Figure 1. The metal 1 layer (run 1).
Supply wires on this layer in grey.
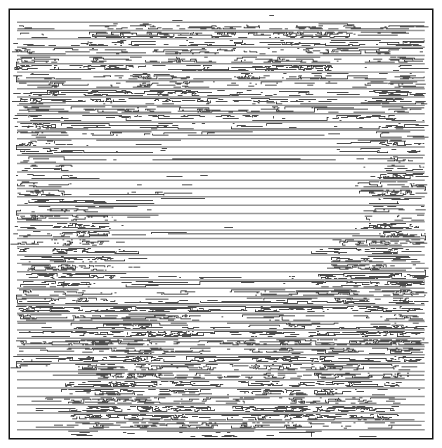
Figure 2. Signal wires on met2 (run 1).
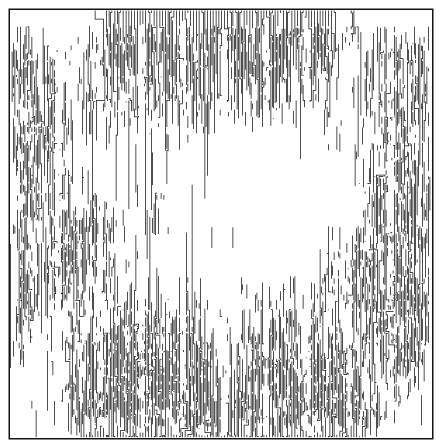
Figure 3. The metal 3 layer (run 1).
Scale bar: 50 um. Cells faint in the background.
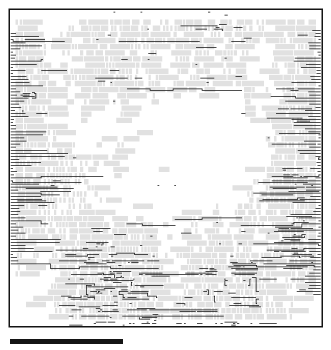
Figure 4. Metal 4 (run 1).
Supply wires on this layer in grey. Cells faint in the background.
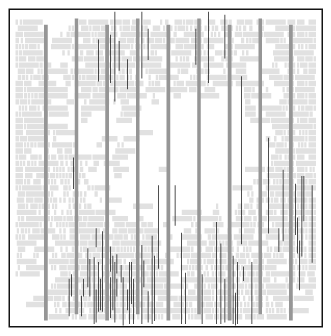
--- src/rtl/id_ex_stage.sv ---
// ID/EX pipeline register with write-back bypass, load-use bubble insertion,
// and external stall/flush handling.
module id_ex_stage #(
  parameter int unsigned XLEN    = 32,
  parameter int unsigned ALUOP_W = 4
) (
  input  logic               clk,
  input  logic               reset,
  input  logic               stall,
  input  logic               flush,
  input  logic               id_valid,
  input  logic [XLEN-1:0]    id_pc,
  input  logic [XLEN-1:0]    id_imm,
  input  logic [4:0]         id_rs1,
  input  logic [4:0]         id_rs2,
  input  logic [4:0]         id_rd,
  input  logic               id_reg_wr,
  input  logic               id_mem_rd,
  input  logic               id_mem_wr,
  input  logic               id_alu_src,
  input  logic [ALUOP_W-1:0] id_alu_op,
  input  logic [1:0]         id_wb_sel,
  input  logic [XLEN-1:0]    rf_rdata1,
  input  logic [XLEN-1:0]    rf_rdata2,
  input  logic               wb_reg_wr,
  input  logic [4:0]         wb_waddr,
  input  logic [XLEN-1:0]    wb_wdata,
  output logic               ex_valid,
  output logic [XLEN-1:0]    ex_pc,
  output logic [XLEN-1:0]    ex_imm,
  output logic [XLEN-1:0]    ex_op1,
  output logic [XLEN-1:0]    ex_op2,
  output logic [4:0]         ex_rs1,
  output logic [4:0]         ex_rs2,
  output logic [4:0]         ex_rd,
  output logic               ex_reg_wr,
  output logic               ex_mem_rd,
  output logic               ex_mem_wr,
  output logic               ex_alu_src,
  output logic [ALUOP_W-1:0] ex_alu_op,
  output logic [1:0]         ex_wb_sel,
  output logic               load_use_hold
);

  localparam int unsigned REG_W = 5;

  typedef struct packed {
    logic               valid;
    logic [XLEN-1:0]    pc;
    logic [XLEN-1:0]    imm;
    logic [XLEN-1:0]    op1;
    logic [XLEN-1:0]    op2;
    logic [REG_W-1:0]   rs1;
    logic [REG_W-1:0]   rs2;
    logic [REG_W-1:0]   rd;
    logic               reg_wr;
    logic               mem_rd;
    logic               mem_wr;
    logic               alu_src;
    logic [ALUOP_W-1:0] alu_op;
    logic [1:0]         wb_sel;
  } ex_t;

  ex_t             ex_q;
  ex_t             ex_d;
  logic [XLEN-1:0] op1_byp;
  logic [XLEN-1:0] op2_byp;

  // Operand select: x0 reads zero, a same-edge write-back wins over the stale RF read
  always_comb begin
    op1_byp = rf_rdata1;
    op2_byp = rf_rdata2;
    if (id_rs1 == '0) begin
      op1_byp = '0;
    end else if (wb_reg_wr && (wb_waddr == id_rs1)) begin
      op1_byp = wb_wdata;
    end
    if (id_rs2 == '0) begin
      op2_byp = '0;
    end else if (wb_reg_wr && (wb_waddr == id_rs2)) begin
      op2_byp = wb_wdata;
    end
  end

  // Load in EX whose destination is read by the decode instruction; a flush kills it anyway
  assign load_use_hold = ex_q.valid && ex_q.mem_rd && (ex_q.rd != '0) && id_valid &&
                         ((ex_q.rd == id_rs1) || (ex_q.rd == id_rs2)) && !flush;

  // Next contents: flush bubble > stall hold > load-use bubble > load
  always_comb begin
    ex_d = ex_q;
    if (flush) begin
      ex_d = '0;
    end else if (!stall) begin
      if (load_use_hold) begin
        ex_d = '0;
      end else begin
        ex_d.valid   = id_valid;
        ex_d.pc      = id_pc;
        ex_d.imm     = id_imm;
        ex_d.op1     = op1_byp;
        ex_d.op2     = op2_byp;
        ex_d.rs1     = id_rs1;
        ex_d.rs2     = id_rs2;
        ex_d.rd      = id_rd;
        ex_d.reg_wr  = id_reg_wr  & id_valid;
        ex_d.mem_rd  = id_mem_rd  & id_valid;
        ex_d.mem_wr  = id_mem_wr  & id_valid;
        ex_d.alu_src = id_alu_src & id_valid;
        ex_d.alu_op  = id_alu_op;
        ex_d.wb_sel  = id_wb_sel;
      end
    end
  end

  // Stage register, cleared asynchronously
  always_ff @(posedge clk or negedge reset) begin
    if (!reset) begin
      ex_q <= '0;
    end else begin
      ex_q <= ex_d;
    end
  end

  assign ex_valid   = ex_q.valid;
  assign ex_pc      = ex_q.pc;
  assign ex_imm     = ex_q.imm;
  assign ex_op1     = ex_q.op1;
  assign ex_op2     = ex_q.op2;
  assign ex_rs1     = ex_q.rs1;
  assign ex_rs2     = ex_q.rs2;
  assign ex_rd      = ex_q.rd;
  assign ex_reg_wr  = ex_q.reg_wr;
  assign ex_mem_rd  = ex_q.mem_rd;
  assign ex_mem_wr  = ex_q.mem_wr;
  assign ex_alu_src = ex_q.alu_src;
  assign ex_alu_op  = ex_q.alu_op;
  assign ex_wb_sel  = ex_q.wb_sel;

endmodule

--- config.mk ---
export PLATFORM = sky130hd
export DESIGN_NAME = id_ex_stage
export DESIGN_NICKNAME = d
export VERILOG_FILES = /design/src/rtl/id_ex_stage.sv
export SDC_FILE = /design/constraint.sdc
export NUM_CORES = 1
export LEC_CHECK = 0
export ABC_AREA = 1
export CAP_MARGIN = 20
export CORE_AREA = 2 2 136 138
export CTS_BUF_LIST = sky130_fd_sc_hd__clkbuf_4 sky130_fd_sc_hd__clkbuf_8
export CTS_CLUSTER_DIAMETER = 30
export DETAILED_ROUTE_END_ITERATION = 12
export DIE_AREA = 0 0 138 140
export DONT_BUFFER_PORTS = 1
export PLACE_DENSITY = 0.66
export SYNTH_ARGS = -nofsm -noshare
export SYNTH_HDL_FRONTEND = slang
export SYNTH_SLANG_ARGS = --single-unit
--- constraint.sdc ---
create_clock -name clk -period 1.32 [get_ports clk]
set_input_delay 0.132 -clock clk [delete_from_list [all_inputs] [get_ports clk]]
set_output_delay 0.132 -clock clk [all_outputs]
set_load 0.005 [all_outputs]
==> run summary, run 1 <==
DP HPWL = 15900 um
Core Region = 0.0178 sq mm
chip area = 0.0193 sq mm
ANT nets after route = 0
RR Endpoint = ex_pc[18]
Synth logic family = simple AND/OR/NAND/NOR gates
width of the die = 138 um
Worst-path clk slew = 0.10 ns
IO buf count = 0
antenna violations before repair = 0
Fill cells = 1305
Fmax = 0.543 GHz
synthesized cell area = 0.00761 sq mm
status = finished with violations
clk root buf = clkbuf_8
Compound Share, Synth = 0.329%
Fin. Hold Viols = 154
Routed WL per cell = 20.3 um
Die Y = 140 um
actual slew at the worst max-slew pin = 0.525 ns
clk buf depth = 2
ys flops = 154
tool warnings = 33
failing checks = hold timing, setup timing
CTS tree = built
fin worst setup slack = -0.522 ns
Hold Crit Class = in -> async
syn avg cell area = 7.69 sq um
Layout Nets = 1420
I/O Pins = 351
Pre-antenna DRT Iters = 8
utilization after layout = 65.1%
Synthesis Warnings = 0
H-Tree Depth = 4
Total Routing Usage GR = 28.7%
GPL Wtd Cong = 0.904
XORs/XNORs by Area = 0.230%
drt drc = 0
# rows = 49
CTS Hold Buffers Added = 218
final max-slew violation count = 0
Synth Area in Simple Gates = 41.5%
reg2reg setup slack = -0.52 ns
floorplan utilization = 42.8%
global route overflow = 0
unrepaired setup endpoints after global routing = true
clk ins delay skew pair = 0.45 ns
Synth-to-Final Area Change = 52.2%
Lkg Pwr = 0.00594 uW
Synth cell types = 20
Worst Path Required = 1.66 ns
Setup violations, final = 155
WHS = -0.632 ns
# clock sinks = 154
worst reg-to-reg path cell count = 12
Yosys chip area = 0.00761 sq mm
first-pass GRT wire length = 44800 um
Max Cap Viol = 0
yosys cell count = 989
Clock Skews = 0.0164 ns
Pwr Density = 906 mW/mm^2
critical path type = reg -> reg
worst r2r src = ex_rd[0]
## Picture notes: Figure 1
wire length on this layer	11100 um
share of all routed wire	37%
main direction	horizontal
longest straight run	62.6 um
met1 GRT Util: 34.8%
wirelength, routed: 29700 um

## Picture notes: Figure 2
main direction	vertical
longest straight run	44.2 um
wire length on this layer	14300 um
share of all routed wire	48%
nets with wire on the layer	1188
routed vias: 8382
met2 Use GR: 47.1%

## Picture notes: Figure 3
nets with wire on the layer	307
wire length on this layer	2960 um
share of all routed wire	10%
M3 GR Usage: 8.58%

## Picture notes: Figure 4
longest straight run	74.1 um
wire length on this layer	1400 um
share of all routed wire	4.7%

-- run 1: through the flow --
step	total power, uW	area [sq um]	worst slack, ns	std cells
after floorplan	5970	7610	-0.00422	989
after global placement	6300	7990	-0.220	1187
after detailed placement	6330	7990	-0.237	1187
after CTS	10400	11100	-0.527	1453
after global routing	10900	11600	-0.632	1466
final	10500	11600	-0.522	1466
-- run 1: layout make-up --
class	instances	area share, %
timing repair buffer	288	28.4
clock buffer	18	2.09
inverter	26	0.843
sequential	154	33.3
clock inverter	14	1.18
multi-input combinational	737	31.7
tap	229	2.48
-- run 1: synthesized netlist by cell type --
cell type	instances	area, sq um
nor2_2	3	18.8
inv_1	15	56.3
o21ai_0	2	10.0
clkbuf_1	22	82.6
nand3_2	1	10.0
inv_2	10	37.5
nand3_4	1	17.5
buf_6	20	225
clkinv_1	1	3.75
nand4_1	66	413
nor2_1	10	37.5
dfrtp_1	154	3850
o21ai_1	3	15.0
buf_4	1	7.51
nor2_4	4	45.0
buf_2	25	125
nand2_1	489	1840
nand3_1	156	781
xnor2_1	2	17.5
buf_1	4	15.0
-- run 1: metal layers --
layer	vias up	wire (um)	global-route usage [%]
met5	-	0	0
met4	0	1400	14.1
met3	136	2960	8.58
met2	597	14300	47.1
met1	3968	11100	34.8
li1	3681	-	-
-- run 1: critical path, cell delays in order (launching register included) --
cell	delay [ns]
dfrtp_1	0.41
buf_4	0.13
o21ai_1	0.06
nor2_1	0.11
nand3_1	0.11
nand2_2	0.09
nand2_4	0.05
buf_12	0.12
buf_4	0.14
clkbuf_16	0.16
clkbuf_16	0.15
nand3_1	0.10
nand2_1	0.08
-- run 1: power by group --
group | switching (uW) | leakage, uW | internal, uW
Combinational | 889 | 0.00371 | 853
Clock | 1940 | 0.000178 | 1550
Sequential | 265 | 0.00205 | 4990
-- run 1: worst max path at each step --
stage                     startpoint       endpoint  depth (start not counted)
after detailed placement    ex_rd[3]      ex_imm[4]                         11
after global routing        ex_rd[1]  load_use_hold                         10
after CTS                   ex_rd[2]  load_use_hold                         10
after global placement      ex_rd[4]     ex_op2[23]                         11
final                       ex_rd[0]      ex_pc[18]                         12
after floorplan             ex_rd[3]   ex_alu_op[3]                         11
-- run 1: timing repair --
action,4_1_cts,5_1_grt
endpoints found under the setup margin,155,157
endpoints found under the hold margin,308,154
setup buffers,12,6
gates resized,67,57
pin swaps,11,24
cloned,5,10
-- run 1: logic make-up (layout without fill, tap and decap cells) --
kind of cell,after synthesis,count (layout)
xor gates and xnor gates,2,2
AOI/OAI and AO/OA,5,5
DFF,154,154
and+or+nand+nor,730,730
buffers and inverters,98,346
-- run 1: sequential cells by signal, summed over array words and instances (netlist names), 2 cells and up --
signal,count
ex_imm,32
ex_pc,32
ex_rs2,5
ex_rd,5
ex_alu_op,4
ex_rs1,5
ex_op2,32
ex_wb_sel,2
ex_op1,32
==> run 2, diff against run 1 <==
--- a/config.mk
+++ b/config.mk
@@ -10,6 +10,7 @@
 export CORE_AREA = 2 2 136 138
 export CTS_BUF_LIST = sky130_fd_sc_hd__clkbuf_4 sky130_fd_sc_hd__clkbuf_8
 export CTS_CLUSTER_DIAMETER = 30
+export CTS_CLUSTER_SIZE = 16
 export DETAILED_ROUTE_END_ITERATION = 12
 export DIE_AREA = 0 0 138 140
 export DONT_BUFFER_PORTS = 1
==> run summary, run 2 <==
status = finished with violations
failing checks = hold timing, setup timing
I/O Pins = 351 (unchanged)
P_int = 7390 uW (unchanged)
Yosys top cell by instances = nand2_1
Yosys chip area = 0.00761 sq mm (unchanged)
synthesized cell area = 0.00761 sq mm (unchanged)
clk buf depth = 2 (unchanged)
first-pass GRT wire length = 44800 um (unchanged)
# clock sinks = 154 (unchanged)
Synthesis Warnings = 0 (unchanged)
ANT nets after route = 0 (unchanged)
Synth logic family = simple AND/OR/NAND/NOR gates
worst path cell trace = buf_4 -> o21ai_1 -> nor2_1 -> nand3_1 -> nand2_2 -> nand2_4 -> buf_12 -> buf_4 -> clkbuf_16 -> clkbuf_16 -> nand3_1 -> nand2_1
Finished Layout Cells = 1466 (unchanged)
utilization after layout = 65.1% (unchanged)
Hold Crit Class = in -> async
Clock Power Share = 33.3% (about the same)
Top cell area share = 50.7% (unchanged)
actual slew at the worst max-slew pin = 0.525 ns (unchanged)
WHS = -0.632 ns (unchanged)
ys flops = 154 (unchanged)
drt drc = 0 (unchanged)
max incr delay on CP = 0.41 ns (about the same)
width of the die = 138 um (unchanged)
Die Y = 140 um (unchanged)
Clock Skews = 0.0164 ns (unchanged)
Synth cell types = 20 (unchanged)
Worst Path Required = 1.66 ns (about the same)
family with the most delay on the worst path = buffers and inverters
global route overflow = 0 (unchanged)
CTS Hold Buffers Added = 218 (unchanged)
fin worst setup slack = -0.522 ns (unchanged)
Synth area leader = dfrtp_1
GPL Wtd Cong = 0.904 (unchanged)
antenna violations before repair = 0 (unchanged)
final max-slew violation count = 0 (unchanged)
Crit-path slowest cell = dfrtp_1
wirelength, routed = 29700 um (unchanged)
final instance area = 0.0116 sq mm (unchanged)
Placed Cells = 1187 (unchanged)
Sw Pwr = 3100 uW (unchanged)
tool warnings = 33 (unchanged)
Fmax = 0.543 GHz (unchanged)
Fin. Hold Viols = 154 (unchanged)
Fill cells = 1305 (unchanged)
clk root buf = clkbuf_8
Pre-antenna DRT Iters = 8 (unchanged)
asr flop ratio synth = 100% (unchanged)
Setup violations, final = 155 (unchanged)
Logic pwr share = 16.6% (about the same)
CP Buf/Inv Count = 5 (unchanged)
Total Routing Usage GR = 28.7% (unchanged)
Max Cap Viol = 0 (unchanged)
Flop pwr share = 50.1% (about the same)
Core Region = 0.0178 sq mm (unchanged)
switching portion of total power = 29.5% (unchanged)
CTS tree = built
-- run 2: cell counts after synthesis --
Identical to the previous run, type by type.
-- run 2: power by group through the flow --
stage	logic, uW	clock network [uW]	registers [uW]
detailed placement	1000	0	5330
floorplan	725	0	5250
global placement	977	0	5330
global route	1870	3800	5270
finish	1740	3490	5250
CTS	1600	3560	5240
-- run 2: per-stage QoR --
stage               setup WS (ns)  total power, uW
floorplan                -0.00422             5970
global placement           -0.220             6300
detailed placement         -0.237             6330
CTS                        -0.527            10400
global route               -0.632            10900
finish                     -0.522            10500
-- run 2: worst reg2reg max path, cell delays in order, from the launching register on --
cell	delay, ns
dfrtp_1	0.41
buf_4	0.13
o21ai_1	0.06
nor2_1	0.11
nand3_1	0.11
nand2_2	0.09
nand2_4	0.05
buf_12	0.12
buf_4	0.14
clkbuf_16	0.17
clkbuf_16	0.16
nand3_1	0.10
nand2_1	0.08
-- run 2: area by class of cell --
class | instances | area (sq um) | area share, %
Inverter | 26 | 97.6 | 0.843
Timing Repair Buffer | 288 | 3290 | 28.4
Clock inverter | 14 | 136 | 1.18
Sequential cell | 154 | 3850 | 33.3
Clock buffer | 18 | 241 | 2.09
Multi-Input combinational cell | 737 | 3670 | 31.7
Tap cell | 229 | 287 | 2.48
-- run 2: path summary, 6_finish.rpt --
path	cells after the start	from	slack, ns	endpoint
worst max-delay path	12	ex_rd[0]	-0.52	ex_pc[18]
worst min-delay path	0	reset	-0.63	ex_op2[9]
worst max register to register	12	ex_rd[0]	-0.52	ex_pc[18]
worst min register to register	2	ex_rs2[3]	0.52	ex_rs2[3]
max in group asynchronous	0	reset	1.73	ex_op1[29]
min in group clk	6	flush	0.10	ex_valid
-- run 2: what timing repair did --
| action | 4_1_cts | 5_1_grt |
|---|---|---|
| buffers inserted | 12 | 6 |
| endpoints found under the hold margin | 308 | 154 |
| setup endpoints to repair | 155 | 157 |
| pin swaps | 11 | 24 |
| gates resized | 67 | 57 |
| cloned | 5 | 10 |
-- run 2: logic make-up after synthesis --
| group | Yosys count |
|---|---|
| compound gates | 5 |
| flops | 154 |
| simple gates | 730 |
| buf+inv | 98 |
| xor+xnor | 2 |
-- run 2: routing by layer --
layer / up-vias / track usage, % / wire (um) / share of wire [%]
li1: 3681 / - / - / -
met1: 3968 / 34.8 / 11100 / 37
met2: 597 / 47.1 / 14300 / 48
met3: 136 / 8.58 / 2960 / 10
met4: 0 / 14.1 / 1400 / 4.7
met5: - / 0 / 0 / 0
Figure 5. Metal 4 (run 2).
Supply wires on this layer in grey. Cells faint in the background.
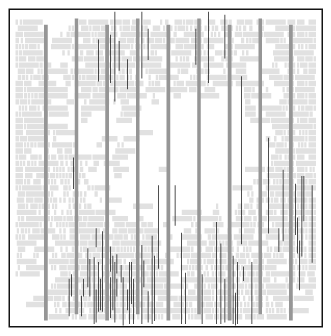
nets with wire on the layer	58
wire length on this layer	1400 um

Power and IR drop assume default switching activity.
